File: src/rtl/axil_initiator.sv
// axil_initiator
//   AXI4-Lite master turning a single-beat command/response interface into
//   AXI4-Lite read or write transactions. One transaction is outstanding at
//   a time and every accepted command yields exactly one response.
//
//   Optional feature: define AXIL_INITIATOR_TIMEOUT_EN to abort a transaction
//   after TIMEOUT_CYCLES waiting cycles (response flagged with rsp_timeout=1,
//   rsp_resp=2'b10). Without it the block waits indefinitely.
//
// Ports
//   AXI_clock, AXI_reset      clock, asynchronous active-high reset
//   cmd_*                     command in (valid/ready, write, addr, wdata, wstrb)
//   rsp_*                     response out (valid/ready, rdata, resp, timeout)
//   AXIL_aw*, AXIL_w*, AXIL_b*  AXI4-Lite write channels
//   AXIL_ar*, AXIL_r*           AXI4-Lite read channels
module axil_initiator #(
  parameter logic [2:0]  PROT           = 3'b000,
  parameter int unsigned TIMEOUT_CYCLES = 1024
) (
  input  logic        AXI_clock,
  input  logic        AXI_reset,
  input  logic        cmd_valid,
  output logic        cmd_ready,
  input  logic        cmd_write,
  input  logic [31:0] cmd_addr,
  input  logic [31:0] cmd_wdata,
  input  logic [3:0]  cmd_wstrb,
  output logic        rsp_valid,
  input  logic        rsp_ready,
  output logic [31:0] rsp_rdata,
  output logic [1:0]  rsp_resp,
  output logic        rsp_timeout,
  output logic [31:0] AXIL_awaddr,
  output logic [2:0]  AXIL_awprot,
  output logic        AXIL_awvalid,
  input  logic        AXIL_awready,
  output logic [31:0] AXIL_wdata,
  output logic [3:0]  AXIL_wstrb,
  output logic        AXIL_wvalid,
  input  logic        AXIL_wready,
  input  logic [1:0]  AXIL_bresp,
  input  logic        AXIL_bvalid,
  output logic        AXIL_bready,
  output logic [31:0] AXIL_araddr,
  output logic [2:0]  AXIL_arprot,
  output logic        AXIL_arvalid,
  input  logic        AXIL_arready,
  input  logic [31:0] AXIL_rdata,
  input  logic [1:0]  AXIL_rresp,
  input  logic        AXIL_rvalid,
  output logic        AXIL_rready
);

  generate
    if (TIMEOUT_CYCLES < 2) begin : g_timeout_check
      $error("axil_initiator: TIMEOUT_CYCLES must be at least 2");
    end
  endgenerate

  typedef enum logic [2:0] {
    IDLE, WR_ADDR_DATA, WR_RESP, RD_ADDR, RD_DATA, RESPOND
  } state_t;

  state_t      state_reg, state_next;
  logic [31:0] addr_reg, addr_next;
  logic [31:0] wdata_reg, wdata_next;
  logic [3:0]  wstrb_reg, wstrb_next;
  logic        cmd_ready_reg, cmd_ready_next;
  logic        awvalid_reg, awvalid_next;
  logic        wvalid_reg, wvalid_next;
  logic        bready_reg, bready_next;
  logic        arvalid_reg, arvalid_next;
  logic        rready_reg, rready_next;
  logic        rsp_valid_reg, rsp_valid_next;
  logic [31:0] rsp_rdata_reg, rsp_rdata_next;
  logic [1:0]  rsp_resp_reg, rsp_resp_next;
  logic        accept;
  logic        timeout_hit;

  assign accept = cmd_valid && cmd_ready_reg;

`ifdef AXIL_INITIATOR_TIMEOUT_EN
  logic [31:0] count_reg, count_next;
  logic        rsp_timeout_reg, rsp_timeout_next;
  logic        active;

  assign active = (state_reg == WR_ADDR_DATA) || (state_reg == WR_RESP) ||
                  (state_reg == RD_ADDR) || (state_reg == RD_DATA);
  // Counter was cleared on accept, so this cycle is the TIMEOUT_CYCLES-th wait.
  assign timeout_hit = active && (count_reg == 32'(TIMEOUT_CYCLES - 1));

  always_comb begin
    count_next = count_reg;
    if (accept)
      count_next = '0;
    else if (active)
      count_next = count_reg + 32'd1;
  end

  always_ff @(posedge AXI_clock or posedge AXI_reset) begin
    if (AXI_reset) begin
      count_reg       <= '0;
      rsp_timeout_reg <= 1'b0;
    end else begin
      count_reg       <= count_next;
      rsp_timeout_reg <= rsp_timeout_next;
    end
  end

  assign rsp_timeout = rsp_timeout_reg;
`else
  assign timeout_hit = 1'b0;
  assign rsp_timeout = 1'b0;
`endif

  // State and output registers.
  always_ff @(posedge AXI_clock or posedge AXI_reset) begin
    if (AXI_reset) begin
      state_reg     <= IDLE;
      addr_reg      <= '0;
      wdata_reg     <= '0;
      wstrb_reg     <= '0;
      cmd_ready_reg <= 1'b1;
      awvalid_reg   <= 1'b0;
      wvalid_reg    <= 1'b0;
      bready_reg    <= 1'b0;
      arvalid_reg   <= 1'b0;
      rready_reg    <= 1'b0;
      rsp_valid_reg <= 1'b0;
      rsp_rdata_reg <= '0;
      rsp_resp_reg  <= '0;
    end else begin
      state_reg     <= state_next;
      addr_reg      <= addr_next;
      wdata_reg     <= wdata_next;
      wstrb_reg     <= wstrb_next;
      cmd_ready_reg <= cmd_ready_next;
      awvalid_reg   <= awvalid_next;
      wvalid_reg    <= wvalid_next;
      bready_reg    <= bready_next;
      arvalid_reg   <= arvalid_next;
      rready_reg    <= rready_next;
      rsp_valid_reg <= rsp_valid_next;
      rsp_rdata_reg <= rsp_rdata_next;
      rsp_resp_reg  <= rsp_resp_next;
    end
  end

  // Next-state logic.
  always_comb begin
    state_next = state_reg;
    case (state_reg)
      IDLE:
        if (accept) state_next = cmd_write ? WR_ADDR_DATA : RD_ADDR;
      WR_ADDR_DATA:
        // A channel is done if it already handshook or handshakes now.
        if ((!awvalid_reg || AXIL_awready) && (!wvalid_reg || AXIL_wready))
          state_next = WR_RESP;
      WR_RESP:
        if (AXIL_bvalid) state_next = RESPOND;
      RD_ADDR:
        if (AXIL_arready) state_next = RD_DATA;
      RD_DATA:
        if (AXIL_rvalid) state_next = RESPOND;
      RESPOND:
        if (rsp_ready) state_next = IDLE;
      default:
        state_next = IDLE;
    endcase
    if (timeout_hit) state_next = RESPOND;
  end

  // Next values of the registered outputs.
  always_comb begin
    addr_next      = addr_reg;
    wdata_next     = wdata_reg;
    wstrb_next     = wstrb_reg;
    awvalid_next   = awvalid_reg;
    wvalid_next    = wvalid_reg;
    bready_next    = bready_reg;
    arvalid_next   = arvalid_reg;
    rready_next    = rready_reg;
    rsp_valid_next = rsp_valid_reg;
    rsp_rdata_next = rsp_rdata_reg;
    rsp_resp_next  = rsp_resp_reg;
`ifdef AXIL_INITIATOR_TIMEOUT_EN
    rsp_timeout_next = rsp_timeout_reg;
`endif
    cmd_ready_next = (state_next == IDLE);
    case (state_reg)
      IDLE:
        if (accept) begin
          addr_next  = cmd_addr;
          wdata_next = cmd_wdata;
          wstrb_next = cmd_wstrb;
          if (cmd_write) begin
            awvalid_next = 1'b1;
            wvalid_next  = 1'b1;
          end else begin
            arvalid_next = 1'b1;
          end
        end
      WR_ADDR_DATA: begin
        if (AXIL_awready) awvalid_next = 1'b0;
        if (AXIL_wready)  wvalid_next  = 1'b0;
        if (state_next == WR_RESP) bready_next = 1'b1;
      end
      WR_RESP:
        if (AXIL_bvalid) begin
          bready_next    = 1'b0;
          rsp_valid_next = 1'b1;
          rsp_rdata_next = '0;
          rsp_resp_next  = AXIL_bresp;
`ifdef AXIL_INITIATOR_TIMEOUT_EN
          rsp_timeout_next = 1'b0;
`endif
        end
      RD_ADDR:
        if (AXIL_arready) begin
          arvalid_next = 1'b0;
          rready_next  = 1'b1;
        end
      RD_DATA:
        if (AXIL_rvalid) begin
          rready_next    = 1'b0;
          rsp_valid_next = 1'b1;
          rsp_rdata_next = AXIL_rdata;
          rsp_resp_next  = AXIL_rresp;
`ifdef AXIL_INITIATOR_TIMEOUT_EN
          rsp_timeout_next = 1'b0;
`endif
        end
      RESPOND:
        if (rsp_ready) rsp_valid_next = 1'b0;
      default: ;
    endcase
    // Abort wins over any handshake landing on the same edge.
    if (timeout_hit) begin
      awvalid_next   = 1'b0;
      wvalid_next    = 1'b0;
      bready_next    = 1'b0;
      arvalid_next   = 1'b0;
      rready_next    = 1'b0;
      rsp_valid_next = 1'b1;
      rsp_rdata_next = '0;
      rsp_resp_next  = 2'b10;
`ifdef AXIL_INITIATOR_TIMEOUT_EN
      rsp_timeout_next = 1'b1;
`endif
    end
  end

  assign cmd_ready    = cmd_ready_reg;
  assign rsp_valid    = rsp_valid_reg;
  assign rsp_rdata    = rsp_rdata_reg;
  assign rsp_resp     = rsp_resp_reg;
  assign AXIL_awaddr  = addr_reg;
  assign AXIL_araddr  = addr_reg;
  assign AXIL_awprot  = PROT;
  assign AXIL_arprot  = PROT;
  assign AXIL_wdata   = wdata_reg;
  assign AXIL_wstrb   = wstrb_reg;
  assign AXIL_awvalid = awvalid_reg;
  assign AXIL_wvalid  = wvalid_reg;
  assign AXIL_bready  = bready_reg;
  assign AXIL_arvalid = arvalid_reg;
  assign AXIL_rready  = rready_reg;

endmodule
File: config.mk
export PLATFORM = sky130hd
export DESIGN_NAME = axil_initiator
export DESIGN_NICKNAME = d
export VERILOG_FILES = /design/src/rtl/axil_initiator.sv
export SDC_FILE = /design/constraint.sdc
export NUM_CORES = 1
export LEC_CHECK = 0
export CORE_ASPECT_RATIO = 0.8
export CORE_MARGIN = 4
export CORE_UTILIZATION = 35
export DETAILED_ROUTE_END_ITERATION = 12
export PLACE_DENSITY = 0.76
export SYNTH_ARGS = -nofsm -noshare
export SYNTH_HDL_FRONTEND = slang
export SYNTH_SLANG_ARGS = --single-unit
File: constraint.sdc
create_clock -name AXI_clock -period 4.1 [get_ports AXI_clock]
set_clock_uncertainty 0.2 [all_clocks]
set_input_delay 1.23 -clock AXI_clock [delete_from_list [all_inputs] [get_ports AXI_clock]]
set_output_delay 1.23 -clock AXI_clock [all_outputs]
set_load 0.005 [all_outputs]
**Run 1: clock nets**

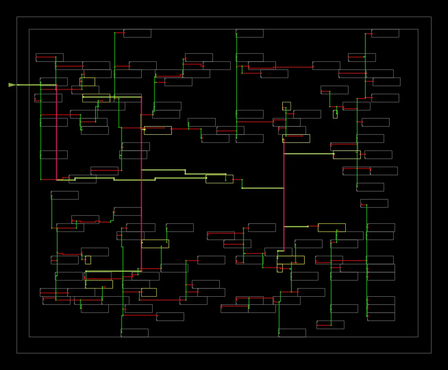
flop count: 112
number of clock buffers in the layout: 12

**Run 1: selected gate families**

Bar = 50 um.
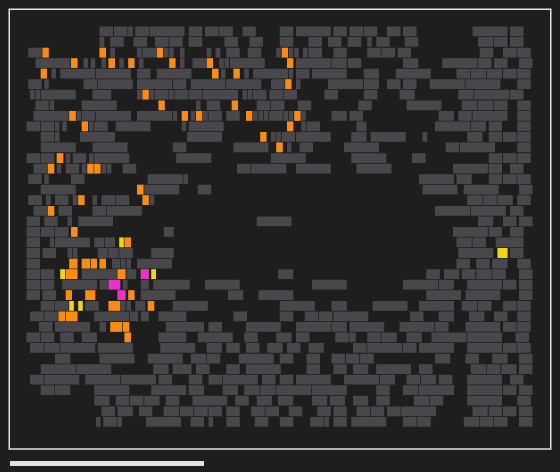
family	colour	cells
inverting AOI/OAI gates	orange	52
AND and OR gates	magenta	3
inverters	yellow	6
combinational share of cell area: 20.8%
Top cell excl fill/tap: clkdlybuf4s50_1
non-filler cells in the finished layout: 793

==> deck_impl_summary.md, run 1 <==
Synthesis and Place & Route Summary

Setup path
  • Worst path bufs/invs: 1
  • Critical path's slowest cell: dfstp_2
  • Startpoint type of the worst setup path: register
  • WP data required: 2670 ps
  • CP cell instances: clkdlybuf4s50_1
  • CP Max Fanout: 2

Floorplanning
  • Core ar.: 13500 um^2
  • Chip area: 15700 um^2
  • FP Util: 35.7%
  • Chip width: 139 um

Clocking
  • Num Clock Sinks: 112
  • Cts bufs inserted: 9
  • Post-CTS Hold Fix Bufs: 0
  • Clk buf depth: 2

Route
  • Vias per cell: 4.57
  • Post-route ant nets: 0
  • First-pass DRT Iterations: 4
  • Initial DRC count: 96
  • Post-DR wirelength/cell: 15.7 um
  • Vias: 3623

Synthesis
  • Mapped Cells: 393
  • Dominant flop cell: dfrtp_1
  • Distinct lib cells: 34
  • Most common cell in the synthesized netlist: dfrtp_1
  • Leading area contributor after synthesis: dfrtp_1
  • Mapped Area: 4820 um^2
  • Top area contributor share: 57.6%
  • Post-synth EDFFs: 0
  • Yosys reg bits: 112
  • Ys Warns: 0
  • FFs w/ async S/R, synth: 100%

Placement
  • GP Congestion: 0.826
  • Post-Place Cells: 778
  • Dpl hpwl: 9.41 mm

STA
  • Final worst-path cycle share: 69.8%
  • Final-report setup violation count: 0
  • Final Hold Fails: 0

Flow run
  • Number of max-cap violations: 0

Layout
  • Number of filler cells placed in the layout: 1136
  • # nets final: 723
  • Fin util: 55.4%

GRT
  • Gr usage total: 15.4%
  • Initial antenna violation count: 0

Status
  • Status: completed

Power
  • Total power: 5.29 mW
  • Pwr dens: 707 nW/um^2
**Run 1: clock wires, drivers and flops**

Bar = 50 um.
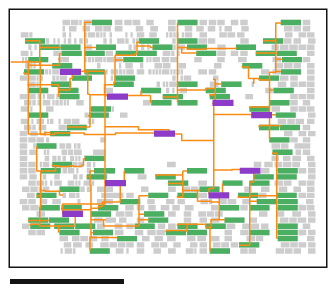
[flip-flops] green | count: 112
[cells driving clock nets] purple | count: 9
[clock wires] orange | length: 1330 um
routed clock nets	10
flops lie	all over the die
clock network power share: 15.4%
clock group total power: 0.814 mW
Latency at later pin: 340 ps

## run 1: path summary, 6_finish.rpt
| path | startpoint | to | slack (ps) | cells past startpoint |
|---|---|---|---|---|
| min in group asynchronous | AXI_reset | AXIL_wdata[15] | 1230 | 3 |
| min | rsp_rdata[22] | rsp_rdata[22] | 280 | 2 |
| min reg2reg | rsp_rdata[22] | rsp_rdata[22] | 280 | 2 |
| max reg2reg | state_reg[0] | AXIL_araddr[17] | 1930 | 4 |
| max | cmd_ready | cmd_ready | 1240 | 1 |
| max in group asynchronous | AXI_reset | AXIL_wdata[24] | 2020 | 3 |
## run 1: per-stage QoR
stage	setup slack, ps	hold slack, ps	cell area [um^2]
6_report	1240	279	7480
5_1_grt	1170	303	7480
4_1_cts	1200	285	7480
3_5_place_dp	989	269	7210
3_3_place_gp	1020	262	7210
2_1_floorplan	1310	271	4850
## run 1: kinds of logic after synthesis
family	share of synthesized area, %
multiplexers	16.5
buffers and inverters	10.0
other	0.0778
AND/OR/NAND/NOR	8.65
AND-OR/OR-AND	6.57
flip-flops	58.2
## run 1: worst min-delay path, delay by kind of cell, from the launching register on
kind / cells / cell delay (ps)
AND/OR/NAND/NOR: 1 / 40
flip-flops: 1 / 340
AND-OR/OR-AND: 1 / 60
## run 1: where the power goes
group / switching (mW) / internal, mW / total [mW] / leakage, nW
Clock: 0.374 / 0.441 / 0.814 / 0.134
Combinational: 0.803 / 1.67 / 2.47 / 1.51
Sequential: 0.367 / 1.63 / 2.00 / 1.39
Total: 1.54 / 3.74 / 5.29 / 3.04
## run 1: routing by layer
layer	GRT usage, %	part of all wire, %	up-vias
met5	0	0	-
met4	5.61	2.3	0
met3	5.53	7.7	24
li1	-	-	1712
met2	27.0	50	170
met1	17.4	40	1717
## run 1: area by class of cell
cell class,instances,area share (%)
flip-flops and latches,112,37.5
clock buffers,12,3.43
multi-input cells,222,20.8
inverters,6,0.351
clock inverters,3,0.234
well taps,180,3.01
repair buffers,258,34.7
## run 1: layout by cell type, fill, tap and decap left out, types with 2 or more instances in the layout
master | synthesis | routed
nand2_1 | 70 | 70
buf_4 | 41 | 2
dfrtp_1 | 111 | 111
a21oi_1 | 3 | 3
o21ai_0 | 35 | 35
nand3b_1 | 3 | 3
clkdlybuf4s50_1 | 0 | 254
inv_1 | 5 | 4
o21ai_1 | 6 | 6
clkinv_2 | 0 | 2
a21o_1 | 2 | 2
mux2i_1 | 3 | 3
clkbuf_8 | 0 | 2
nor2_1 | 4 | 4
conb_1 | 1 | 7
nand2b_1 | 4 | 4
a41oi_1 | 2 | 2
buf_12 | 0 | 2
clkbuf_16 | 0 | 9
clkinvlp_4 | 0 | 2
mux2_2 | 68 | 68
a31oi_1 | 2 | 2
## Run 2: what changed since run 1
==> constraint.sdc (replaced) <==
create_clock -name AXI_clock -period 2.41 [get_ports AXI_clock]
set_clock_uncertainty 0.2 [all_clocks]
set_input_delay 0.723 -clock AXI_clock [delete_from_list [all_inputs] [get_ports AXI_clock]]
set_output_delay 0.723 -clock AXI_clock [all_outputs]
set_load 0.005 [all_outputs]
**Run 2: placement by cell class**

Bar = 50 um.
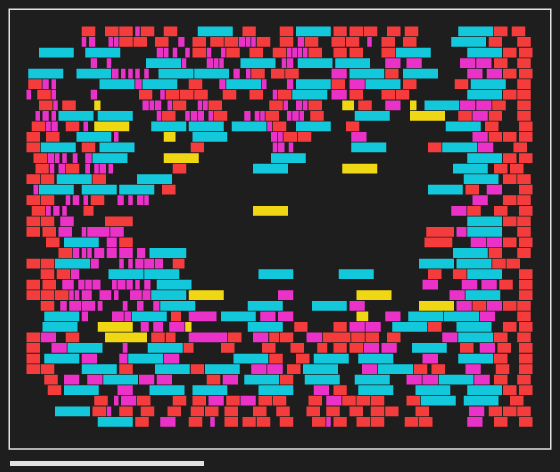
class	colour	cells
flip-flops	cyan	112
other buffers and delay cells	red	264
clock drivers and dummy loads	yellow	16
all other logic	magenta	228
cell row count: 38
fin util: 56.1%

==> run 2 against run 1 <==
Net effect:
- sequential share of layout area decreased by 0.45 points
- core utilization increased by 0.68 points
- flip-flop count unchanged
- worst hold slack got worse by 2.4 ps
- wire length increased by 2.3%
- synthesized cell count unchanged
- largest cell class unchanged
==> deck_impl_summary.md, run 2 <==
Synthesis and Place & Route Summary

Status
  • Status: completed

STA
  • Final Hold Fails: 0 (unchanged)
  • Final worst-path cycle share: 91.4%
  • Hold_ws: 277 ps (-2.41 ps)
  • Slack of the critical path: 207 ps (-1030 ps)
  • Final-report setup violation count: 0 (unchanged)

Placement
  • Pre-CTS WS: -59.6 ps (-1050 ps)
  • Dpl hpwl: 9.75 mm (+3.6%)
  • GP Congestion: 0.807 (-2.3%)

Synthesis
  • Mapped Area: 4820 um^2 (unchanged)
  • Most common cell in the synthesized netlist: dfrtp_1
  • Post-synth EDFFs: 0 (unchanged)
  • FFs w/ async S/R, synth: 100% (unchanged)
  • Mapped Cells: 393 (unchanged)
  • Ys Warns: 0 (unchanged)
  • Dominant flop cell: dfrtp_1

Floorplanning
  • Chip area: 15700 um^2 (unchanged)
  • FP Util: 35.7% (unchanged)

GRT
  • Gr usage total: 15.9% (+0.49 points)
  • M2 GR Usage: 26.6% (-0.39 points)
  • Initial antenna violation count: 0 (unchanged)
  • Global routing usage on met1: 18.7% (+1.3 points)
  • Global route hottest layer: met2

Power
  • Pwr dens: 1210 nW/um^2 (+71%)

Setup path
  • Worst path bufs/invs: 1 (unchanged)
  • CP endpoint: AXIL_wvalid
  • Reg2reg start: state_reg[2]
  • Startpoint type of the worst setup path: register

Layout
  • Top Layout Cells: clkdlybuf4s50_1 (253), dfrtp_1 (111), nand2_1 (70)
  • # nets final: 729 (+0.83%)

Clocking
  • Cts bufs inserted: 9 (unchanged)
  • Clk buf depth: 2 (unchanged)
  • Latency at later pin: 340 ps (about the same)
  • Num Clock Sinks: 112 (unchanged)

Flow run
  • Number of max-cap violations: 0 (unchanged)

Route
  • Post-DR wirelength/cell: 15.9 um (+1.4%)
  • Post-route ant nets: 0 (unchanged)
  • Vias per cell: 4.61 (+0.79%)
**Run 2: floorplan with the power grid**

Pins as bars on the die edge. Tap cells in grey.
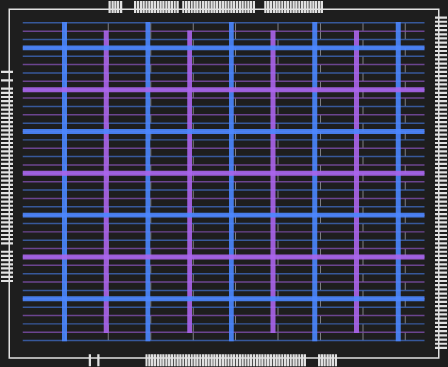
net	colour
VSS	blue
VDD	purple
met4 straps	9
met5 straps	7
chip width: 139 um
peak supply drop: 0.000532 V
Core ar.: 13500 um^2
Die H: 113 um

-- run 2: cell counts after synthesis --
Identical to the previous run, type by type.
-- run 2: layout make-up --
class                      count  area share (%)
clock buffer                   9            2.97
tap                          180            2.97
clock inverter                 7           0.942
sequential                   112            37.0
multi-input combinational    222            20.5
timing repair buffer         264            35.2
inverter                       6           0.347
-- run 2: routing by layer --
metal  vias up  share of wire [%]
li1       1728                  -
met1      1746                 40
met2       181                 49
met3        29                8.1
met4         0                2.8
met5         -                  0
-- run 2: how the worst min path moves through the flow --
stage,start,to,depth (start not counted)
finish,rsp_rdata[7],rsp_rdata[7],2
global route,rsp_resp[1],rsp_resp[1],2
CTS,rsp_rdata[18],rsp_rdata[18],2
detailed placement,rsp_rdata[18],rsp_rdata[18],2
global placement,rsp_rdata[22],rsp_rdata[22],2
floorplan,rsp_rdata[0],rsp_rdata[0],2
-- run 2: cell families (layout without fill, tap and decap cells) --
group,Yosys count,count (layout),share of synthesized area (%)
AND-OR/OR-AND,56,56,6.57
buffers and inverters,65,286,10.0
flip-flops,112,112,58.2
multiplexers,71,71,16.5
other,1,7,0.0778
AND/OR/NAND/NOR,88,88,8.65
-- run 2: stage by stage --
step	setup TNS (ps)	instance area [um^2]	cells	power (mW)	util (%)
global placement	-1970	7280	784	7.64	53.9
detailed placement	-2850	7280	784	7.80	53.9
finish	0	7570	800	9.17	56.1
CTS	0	7570	800	9.32	56.1
floorplan	0	4850	399	5.29	-
global route	0	7570	800	9.76	56.1
-- run 2: what timing repair did --
item | 4_1_cts | 5_1_grt
hold buffers | 0 | 0
gates resized | 1 | 0
buffers inserted | 0 | 0
setup endpoints to repair | 1 | 0
-- run 2: report_power, final --
part           internal [mW]  switching (mW)
Combinational           2.88            1.42
Sequential              2.78           0.606
Clock                  0.808           0.671
Total                   6.47            2.70
Power figures rest on the tool's default switching activity, not on a simulated workload.
